**config.mk**
```make
export PLATFORM = sky130hd
export DESIGN_NAME = temp_sample_ctrl_flat
export DESIGN_NICKNAME = d
export VERILOG_FILES = /design/src/rtl/temp_sample_if.sv /design/src/rtl/temp_sample_ctrl.sv /design/src/flat_wrapper.sv
export SDC_FILE = /design/constraint.sdc
export NUM_CORES = 1
export LEC_CHECK = 0
export CAP_MARGIN = 10
export CORE_MARGIN = 2
export CORE_UTILIZATION = 51
export CTS_CLUSTER_DIAMETER = 150
export DETAILED_ROUTE_END_ITERATION = 8
export PLACE_DENSITY_LB_ADDON = 0.25
export SKIP_LAST_GASP = 1
export SLEW_MARGIN = 5
export SYNTH_ARGS = -nofsm -noshare
export SYNTH_HDL_FRONTEND = slang
export SYNTH_SLANG_ARGS = --single-unit
```
**constraint.sdc**
```tcl
create_clock -name clk -period 2.35 [get_ports clk]
set_input_delay 0.705 -clock clk [delete_from_list [all_inputs] [get_ports clk]]
set_output_delay 0.705 -clock clk [all_outputs]
set_load 0.02 [all_outputs]
```
**src/rtl/temp_sample_if.sv**
```systemverilog
// Bundle between the temperature sequencer, the sensor, the tconvert datapath and the display.
// MIN_MAX_EN adds the min/max clear input and the signed min/max outputs.
interface temp_sample_if;
    localparam int unsigned TC_W = 13;
    localparam int unsigned TX_W = 18;

    logic            unit_tgl;
    logic            force_smp;
    logic            sns_start;
    logic            sns_done;
    logic [TC_W-1:0] sns_data;
    logic [TC_W-1:0] conv_tc;
    logic            conv_cf;
    logic [TX_W-1:0] conv_tx10;
    logic [TX_W-1:0] disp_tx10;
    logic            disp_cf;
    logic            disp_upd;
    logic            sns_err;
`ifdef MIN_MAX_EN
    logic            clr_mm;
    logic [TX_W-1:0] disp_min;
    logic [TX_W-1:0] disp_max;
`endif

    // Sequencer side
    modport master (
        input  unit_tgl, force_smp, sns_done, sns_data, conv_tx10,
`ifdef MIN_MAX_EN
        input  clr_mm,
        output disp_min, disp_max,
`endif
        output sns_start, conv_tc, conv_cf, disp_tx10, disp_cf, disp_upd, sns_err
    );

    // Environment side (sensor, converter, display, user controls)
    modport slave (
        output unit_tgl, force_smp, sns_done, sns_data, conv_tx10,
`ifdef MIN_MAX_EN
        output clr_mm,
        input  disp_min, disp_max,
`endif
        input  sns_start, conv_tc, conv_cf, disp_tx10, disp_cf, disp_upd, sns_err
    );
endinterface

```
**src/rtl/temp_sample_ctrl.sv**
```systemverilog
// Temperature sample sequencer: sensor start/wait, tconvert hand-off, display latch, timeout flag.
// Define MIN_MAX_EN to add signed min/max tracking of the displayed temperature.
module temp_sample_ctrl #(
    parameter int unsigned SAMPLE_PERIOD = 1_000_000,
    parameter int unsigned TIMEOUT       = 1000,
    parameter int unsigned CONV_LAT      = 2
) (
    input  logic          clk,
    input  logic          rst_n,
    temp_sample_if.master bus
);
    localparam int unsigned TC_W   = 13;
    localparam int unsigned TX_W   = 18;
    localparam int unsigned PCNT_W = $clog2(SAMPLE_PERIOD);
    localparam int unsigned STEP_N = (TIMEOUT > CONV_LAT) ? TIMEOUT : CONV_LAT;
    localparam int unsigned SCNT_W = (STEP_N > 1) ? $clog2(STEP_N) : 1;

    localparam logic [PCNT_W-1:0] PCNT_LAST = PCNT_W'(SAMPLE_PERIOD - 1);
    localparam logic [SCNT_W-1:0] TMO_LAST  = SCNT_W'(TIMEOUT - 1);
    localparam logic [SCNT_W-1:0] CONV_LAST = SCNT_W'(CONV_LAT - 1);

    typedef enum logic [1:0] {
        S_IDLE  = 2'd0,
        S_START = 2'd1,
        S_WAIT  = 2'd2,
        S_CONV  = 2'd3
    } state_t;

    state_t            state_q,     state_d;
    logic [PCNT_W-1:0] pcnt_q,      pcnt_d;
    logic [SCNT_W-1:0] scnt_q,      scnt_d;
    logic              unit_q,      unit_d;
    logic              sns_start_q, sns_start_d;
    logic [TC_W-1:0]   conv_tc_q,   conv_tc_d;
    logic              conv_cf_q,   conv_cf_d;
    logic [TX_W-1:0]   disp_tx10_q, disp_tx10_d;
    logic              disp_cf_q,   disp_cf_d;
    logic              disp_upd_q,  disp_upd_d;
    logic              sns_err_q,   sns_err_d;

    // Next-state and next-output logic; the scnt counter is shared by WAIT (timeout) and CONV (latency)
    always_comb begin
        state_d     = state_q;
        pcnt_d      = pcnt_q;
        scnt_d      = scnt_q;
        unit_d      = unit_q ^ bus.unit_tgl;
        sns_start_d = 1'b0;
        conv_tc_d   = conv_tc_q;
        conv_cf_d   = conv_cf_q;
        disp_tx10_d = disp_tx10_q;
        disp_cf_d   = disp_cf_q;
        disp_upd_d  = 1'b0;
        sns_err_d   = sns_err_q;

        unique case (state_q)
            S_IDLE: begin
                if ((pcnt_q == PCNT_LAST) || bus.force_smp) begin
                    state_d     = S_START;
                    pcnt_d      = '0;
                    sns_start_d = 1'b1;
                end else begin
                    pcnt_d = pcnt_q + PCNT_W'(1);
                end
            end
            S_START: begin
                state_d = S_WAIT;
                scnt_d  = '0;
            end
            S_WAIT: begin
                // A done arriving on the timeout cycle still counts as a good sample
                if (bus.sns_done) begin
                    conv_tc_d = bus.sns_data;
                    conv_cf_d = unit_q;
                    scnt_d    = '0;
                    state_d   = S_CONV;
                end else if (scnt_q == TMO_LAST) begin
                    sns_err_d = 1'b1;
                    state_d   = S_IDLE;
                end else begin
                    scnt_d = scnt_q + SCNT_W'(1);
                end
            end
            S_CONV: begin
                if (scnt_q == CONV_LAST) begin
                    disp_tx10_d = bus.conv_tx10;
                    disp_cf_d   = conv_cf_q;
                    disp_upd_d  = 1'b1;
                    sns_err_d   = 1'b0;
                    state_d     = S_IDLE;
                end else begin
                    scnt_d = scnt_q + SCNT_W'(1);
                end
            end
            default: state_d = S_IDLE;
        endcase
    end

    always_ff @(posedge clk or negedge rst_n) begin
        if (!rst_n) begin
            state_q     <= S_IDLE;
            pcnt_q      <= '0;
            scnt_q      <= '0;
            unit_q      <= 1'b0;
            sns_start_q <= 1'b0;
            conv_tc_q   <= '0;
            conv_cf_q   <= 1'b0;
            disp_tx10_q <= '0;
            disp_cf_q   <= 1'b0;
            disp_upd_q  <= 1'b0;
            sns_err_q   <= 1'b0;
        end else begin
            state_q     <= state_d;
            pcnt_q      <= pcnt_d;
            scnt_q      <= scnt_d;
            unit_q      <= unit_d;
            sns_start_q <= sns_start_d;
            conv_tc_q   <= conv_tc_d;
            conv_cf_q   <= conv_cf_d;
            disp_tx10_q <= disp_tx10_d;
            disp_cf_q   <= disp_cf_d;
            disp_upd_q  <= disp_upd_d;
            sns_err_q   <= sns_err_d;
        end
    end

    assign bus.sns_start = sns_start_q;
    assign bus.conv_tc   = conv_tc_q;
    assign bus.conv_cf   = conv_cf_q;
    assign bus.disp_tx10 = disp_tx10_q;
    assign bus.disp_cf   = disp_cf_q;
    assign bus.disp_upd  = disp_upd_q;
    assign bus.sns_err   = sns_err_q;

`ifdef MIN_MAX_EN
    logic                   mm_empty_q, mm_empty_d;
    logic signed [TX_W-1:0] mm_min_q,   mm_min_d;
    logic signed [TX_W-1:0] mm_max_q,   mm_max_d;
    logic signed [TX_W-1:0] tx_new;

    assign tx_new = $signed(bus.conv_tx10);

    // Min/max restart on empty, clear or unit change; otherwise widen by signed compare
    always_comb begin
        mm_empty_d = mm_empty_q;
        mm_min_d   = mm_min_q;
        mm_max_d   = mm_max_q;
        if (disp_upd_d) begin
            mm_empty_d = 1'b0;
            if (mm_empty_q || bus.clr_mm || (disp_cf_d != disp_cf_q)) begin
                mm_min_d = tx_new;
                mm_max_d = tx_new;
            end else begin
                if (tx_new < mm_min_q) mm_min_d = tx_new;
                if (tx_new > mm_max_q) mm_max_d = tx_new;
            end
        end else if (bus.clr_mm) begin
            mm_empty_d = 1'b1;
            mm_min_d   = '0;
            mm_max_d   = '0;
        end
    end

    always_ff @(posedge clk or negedge rst_n) begin
        if (!rst_n) begin
            mm_empty_q <= 1'b1;
            mm_min_q   <= '0;
            mm_max_q   <= '0;
        end else begin
            mm_empty_q <= mm_empty_d;
            mm_min_q   <= mm_min_d;
            mm_max_q   <= mm_max_d;
        end
    end

    assign bus.disp_min = mm_min_q;
    assign bus.disp_max = mm_max_q;
`endif
endmodule

```
**src/flat_wrapper.sv**
```systemverilog
// flat-port wrapper written by rule: the top's interface ports become plain ports
module temp_sample_ctrl_flat 
#(
    parameter int unsigned SAMPLE_PERIOD = 1_000_000,
    parameter int unsigned TIMEOUT       = 1000,
    parameter int unsigned CONV_LAT      = 2
)
  (clk, rst_n, bus_unit_tgl, bus_force_smp, bus_sns_done, bus_sns_data, bus_conv_tx10, bus_sns_start, bus_conv_tc, bus_conv_cf, bus_disp_tx10, bus_disp_cf, bus_disp_upd, bus_sns_err);
  temp_sample_if bus_i ();
  input  logic clk;
  input  logic rst_n;
  input wire logic [$bits(bus_i.unit_tgl)-1:0] bus_unit_tgl;
  input wire logic [$bits(bus_i.force_smp)-1:0] bus_force_smp;
  input wire logic [$bits(bus_i.sns_done)-1:0] bus_sns_done;
  input wire logic [$bits(bus_i.sns_data)-1:0] bus_sns_data;
  input wire logic [$bits(bus_i.conv_tx10)-1:0] bus_conv_tx10;
  output wire logic [$bits(bus_i.sns_start)-1:0] bus_sns_start;
  output wire logic [$bits(bus_i.conv_tc)-1:0] bus_conv_tc;
  output wire logic [$bits(bus_i.conv_cf)-1:0] bus_conv_cf;
  output wire logic [$bits(bus_i.disp_tx10)-1:0] bus_disp_tx10;
  output wire logic [$bits(bus_i.disp_cf)-1:0] bus_disp_cf;
  output wire logic [$bits(bus_i.disp_upd)-1:0] bus_disp_upd;
  output wire logic [$bits(bus_i.sns_err)-1:0] bus_sns_err;
  assign bus_i.unit_tgl = bus_unit_tgl;
  assign bus_i.force_smp = bus_force_smp;
  assign bus_i.sns_done = bus_sns_done;
  assign bus_i.sns_data = bus_sns_data;
  assign bus_i.conv_tx10 = bus_conv_tx10;
  assign bus_sns_start = bus_i.sns_start;
  assign bus_conv_tc = bus_i.conv_tc;
  assign bus_conv_cf = bus_i.conv_cf;
  assign bus_disp_tx10 = bus_i.disp_tx10;
  assign bus_disp_cf = bus_i.disp_cf;
  assign bus_disp_upd = bus_i.disp_upd;
  assign bus_sns_err = bus_i.sns_err;
  temp_sample_ctrl #(.SAMPLE_PERIOD(SAMPLE_PERIOD), .TIMEOUT(TIMEOUT), .CONV_LAT(CONV_LAT)) u_core (.clk(clk), .rst_n(rst_n), .bus(bus_i));
endmodule
```
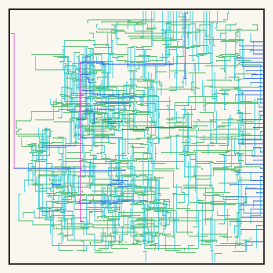
run_1/metal_stack.png
Drawn at 3 px/um.
met4 -> magenta  # wire length 141 um
met2 -> cyan  # wire length 3440 um
met3 -> blue  # wire length 499 um
met1 -> green  # wire length 3490 um

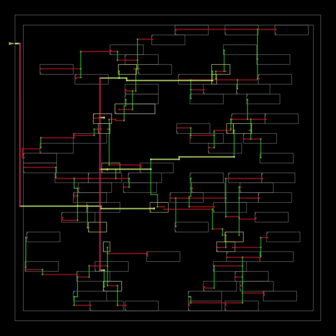
run_1/final_clocks.png
CTS sink count: 69
Skew-Pair Late Insertion Delay: 0.35 ns
clock network power: 942 uW

==> run summary, run 1 <==
run results: pwr/cell area ~1200 nW/um2, TritonCTS buffer count 9, Post-synth top flop dfrtp_1, most frequent logic cell in the layout clkdlybuf4s50_1, die width 84.39 um, max_cap viols 0, CP top delay family simple AND/OR/NAND/NOR gates, cells on worst reg2reg path 8, fin util 0.6932, antenna viol nets, final 0, Peak VDD IR 0.7599 mV, synthesized instance count 284, Logic area 1478 um2, most frequent CP cell buf_4, xor/xnor share 0.01595, Setup WS post-layout 0.1247 ns, CTS root buffer clkbuf_8, CP Depth 8, CP max stage cell or4b_1, first-pass GRT wire length 13250 um, Hold Crit Class in -> async, crit-path cells inv_1, ha_1, or4b_1, nor4_4, buf_4, nor3_1, buf_4, a21oi_1, WHS 0.2221 ns, Final min period 2.225 ns, OpenROAD warning count 27, FA/HA/MAJ Cells, Area Fraction 0.01139, comb area leader simple AND/OR/NAND/NOR gates, CP Launch Type register, final hold violations 0, vias in the first global route around 2.7k, FF/Latch Area 1727 um2, crit path from u_core.scnt_q[1], final instance area 4377 um2, Tot GR Track Use 0.2310, cell row count 29, total gr overflow 0, status finished, final reports clean, initial antenna violation count 0, MUX share of area 0.1128, port bufs about 71, max reg flops 20, CTS Hold Bufs 0, Yosys warning count 0, Final Non-Filler Cells roughly 450, most frequent cells in the layout clkdlybuf4s50_1 (70), dfrtp_1 (69), mux2_2 (32), mapped cell area 3296 um2, Synth top area share 0.5239
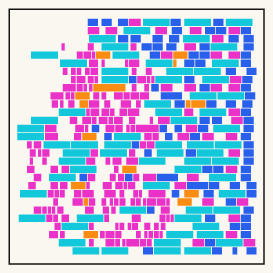
run_1/cell_classes.png
Drawn at 3 px/um.
all other logic -> magenta  # cells 205
clock drivers and dummy loads -> orange  # cells 15
flip-flops -> cyan  # cells 69
other buffers and delay cells -> blue  # cells 87

==> run 1: final cells by class <==
cell class | instances | share of cell area
tap | 77 | 0.02201
multi-input combinational | 199 | 0.3376
clock inverter | 4 | 0.01115
timing repair buffer | 87 | 0.1973
sequential | 69 | 0.3945
inverter | 6 | 0.005146
clock buffer | 11 | 0.03230
==> run 1: power by group through the flow <==
stage,sequential [uW],combinational (uW),clock [uW]
6_report,2080,2400,942
5_1_grt,2170,2590,1020
4_1_cts,2080,2420,965
3_5_place_dp,2100,2410,0
3_3_place_gp,2060,2350,0
2_1_floorplan,2410,1050,0
==> run 1: layer usage <==
| metal | track usage | vias up |
|---|---|---|
| met2 | 0.3608 | 103 |
| li1 | - | 1260 |
| met3 | 0.04916 | 11 |
| met4 | 0.09668 | 0 |
| met1 | 0.3161 | 1281 |
| met5 | 0 | - |
==> run 1 -> run 2 <==
--- a/config.mk
+++ b/config.mk
@@ -8,6 +8,7 @@
 export CAP_MARGIN = 10
 export CORE_MARGIN = 2
 export CORE_UTILIZATION = 51
+export CTS_BUF_LIST = sky130_fd_sc_hd__clkbuf_16
 export CTS_CLUSTER_DIAMETER = 150
 export DETAILED_ROUTE_END_ITERATION = 8
 export PLACE_DENSITY_LB_ADDON = 0.25
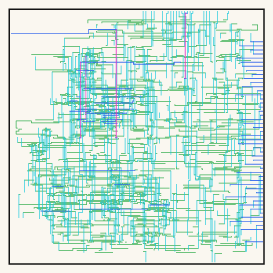
run_2/metal_stack.png
Drawn at 3 px/um.
met1 -> green  # wire length 3520 um
met3 -> blue  # wire length 483 um
met2 -> cyan  # wire length 3510 um
met4 -> magenta  # wire length 104 um

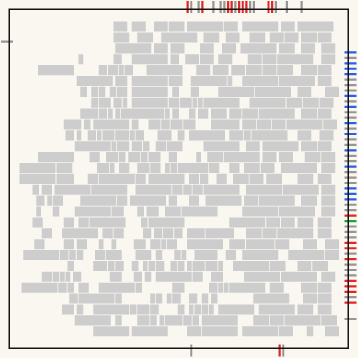
run_2/pins.png
Drawn at 4 px/um. Pins as bars across the die edge, other pins in grey.
bus_conv_tc -> blue  # pins 13, direction output, edge right
bus_conv_tx10 -> red  # pins 18, direction input, edge 9 top, 8 right, 1 bottom
bus_conv_cf -> green  # pins 1, direction output, edge right
all pins by edge = 48 right, 20 top, 3 bottom, 1 left

==> run 2 against run 1 <==
Combinational power barely moved; sequential share of layout area fell by 0.81 points; clock power rose by 36%; sequential power barely moved; critical endpoint is now u_core.scnt_q[9]; final cell count did not move; first-iteration DRC count rose by 2.8%; via count fell by 0.26%; critical path type unchanged; die size did not move; sequential cell count did not move; register-to-register slack barely moved; maximum frequency rose by 0.38%.
==> run summary, run 2 <==
run results: GRT Max-Usage Layer met2, TritonCTS buffer count 9 (unchanged), Hold Crit Class in -> async, Non-Clock Buffer Count 87 (unchanged), Post-synth top flop dfrtp_1, grt met2 use 0.3636 (+0.002886), tap cells 77 (unchanged), clock network power 1280 uW (+36%), final instance area 4468 um2 (+2.1%), crit path from u_core.scnt_q[1], die width 84.39 um (unchanged), count leader, synth dfrtp_1, Routed WL 7619 um, MUX share of area 0.1128 (unchanged), non-clock buffer share of cell area 0.1932 (-0.004032), FF/Latch Area 1727 um2 (unchanged), distinct lib cells 54, status finished, final reports clean, Peak VDD IR 0.8426 mV (+11%), CTS sink count 69 (unchanged), met1 Use GR 0.3210 (+0.004973), Yosys warning count 0 (unchanged), xor/xnor share 0.01595 (unchanged), FA/HA/MAJ Cells, Area Fraction 0.01139 (unchanged), total gr overflow 0 (unchanged), mapped cell area 3296 um2 (unchanged), multi-input gates 199 (unchanged), sequential cell area share 0.3864 (-0.008065), Seq Cell Count 69 (unchanged), final hold violations 0 (unchanged), io pins 72, vias in the first global route 2732 (+0.85%), Final Net Count roughly 410, Largest cell class sequential cells, combinational share of cell area 0.3307 (-0.006902), sequential cell area fraction in the yosys report 0.5239, simple share 0.1686, cells on worst reg2reg path 8 (unchanged), Top pwr grp combinational logic, share of layout cells above drive strength 1 0.2048, antenna viol nets, final 0 (unchanged), top layer in use met4, Tot GR Track Use 0.2329 (+0.001833), sw frac 0.3486, max reg flops 20 (unchanged), OpenROAD warning count 27 (unchanged), CTS Hold Bufs 0 (unchanged), cell row count 29 (unchanged), initial antenna violation count 0 (unchanged), most frequent logic cell in the layout clkdlybuf4s50_1, Yosys top cell by area dfrtp_1, Inverters 6 (unchanged), Skew-Pair Late Insertion Delay 0.33 ns (-0.02 ns), port bufs 71 (unchanged), Clock buf/inv share 0.06301 (+0.01955), synthesized instance count 284 (unchanged), Pre-antenna DRT Iters 4, combinational power 2410 uW (about the same), most frequent cells in the layout clkdlybuf4s50_1 (70), dfrtp_1 (69), mux2_2 (32), Synth top area share 0.5239 (unchanged), met3 global-route usage 0.04031 (-0.008850), register bit total from synthesis 69, vias per cell 5.845, sequential power 2090 uW (about the same), CTS root buffer clkbuf_16, vias 2648, CP Launch Type register, fin util 0.7077 (+0.01447), Final min period 2.217 ns (-0.008501 ns), Logic area 1478 um2 (unchanged), CLK BUF 9 (-2), pwr/cell area 1292 nW/um2 (+4.2%)
## run 2: cell counts after synthesis
No cell type changed its count.
## run 2: through the flow
step,std cells,hold slack (ns)
after floorplan,284,0.4094
after global placement,438,0.4475
after detailed placement,438,0.4792
after CTS,453,0.2513
after global routing,453,0.2619
final,453,0.2506
## run 2: cells by family (layout without fill, tap and decap cells)
group / after synthesis / after routing
buffers and inverters: 16 / 108
xor gates and xnor gates: 6 / 6
AOI/OAI and AO/OA: 64 / 64
DFF: 69 / 69
and+or+nand+nor: 93 / 93
adders and majority gates: 3 / 3
muxes: 33 / 33
## run 2: critical path, cell delays in order (launching register included)
cell and delay [ns]:
dfrtp_1 0.40, inv_1 0.08, ha_1 0.14, or4b_1 0.53, nor4_4 0.30, buf_4 0.27, nor3_1 0.09, buf_4 0.16
a22oi_1 0.15
Power and IR drop assume default switching activity.
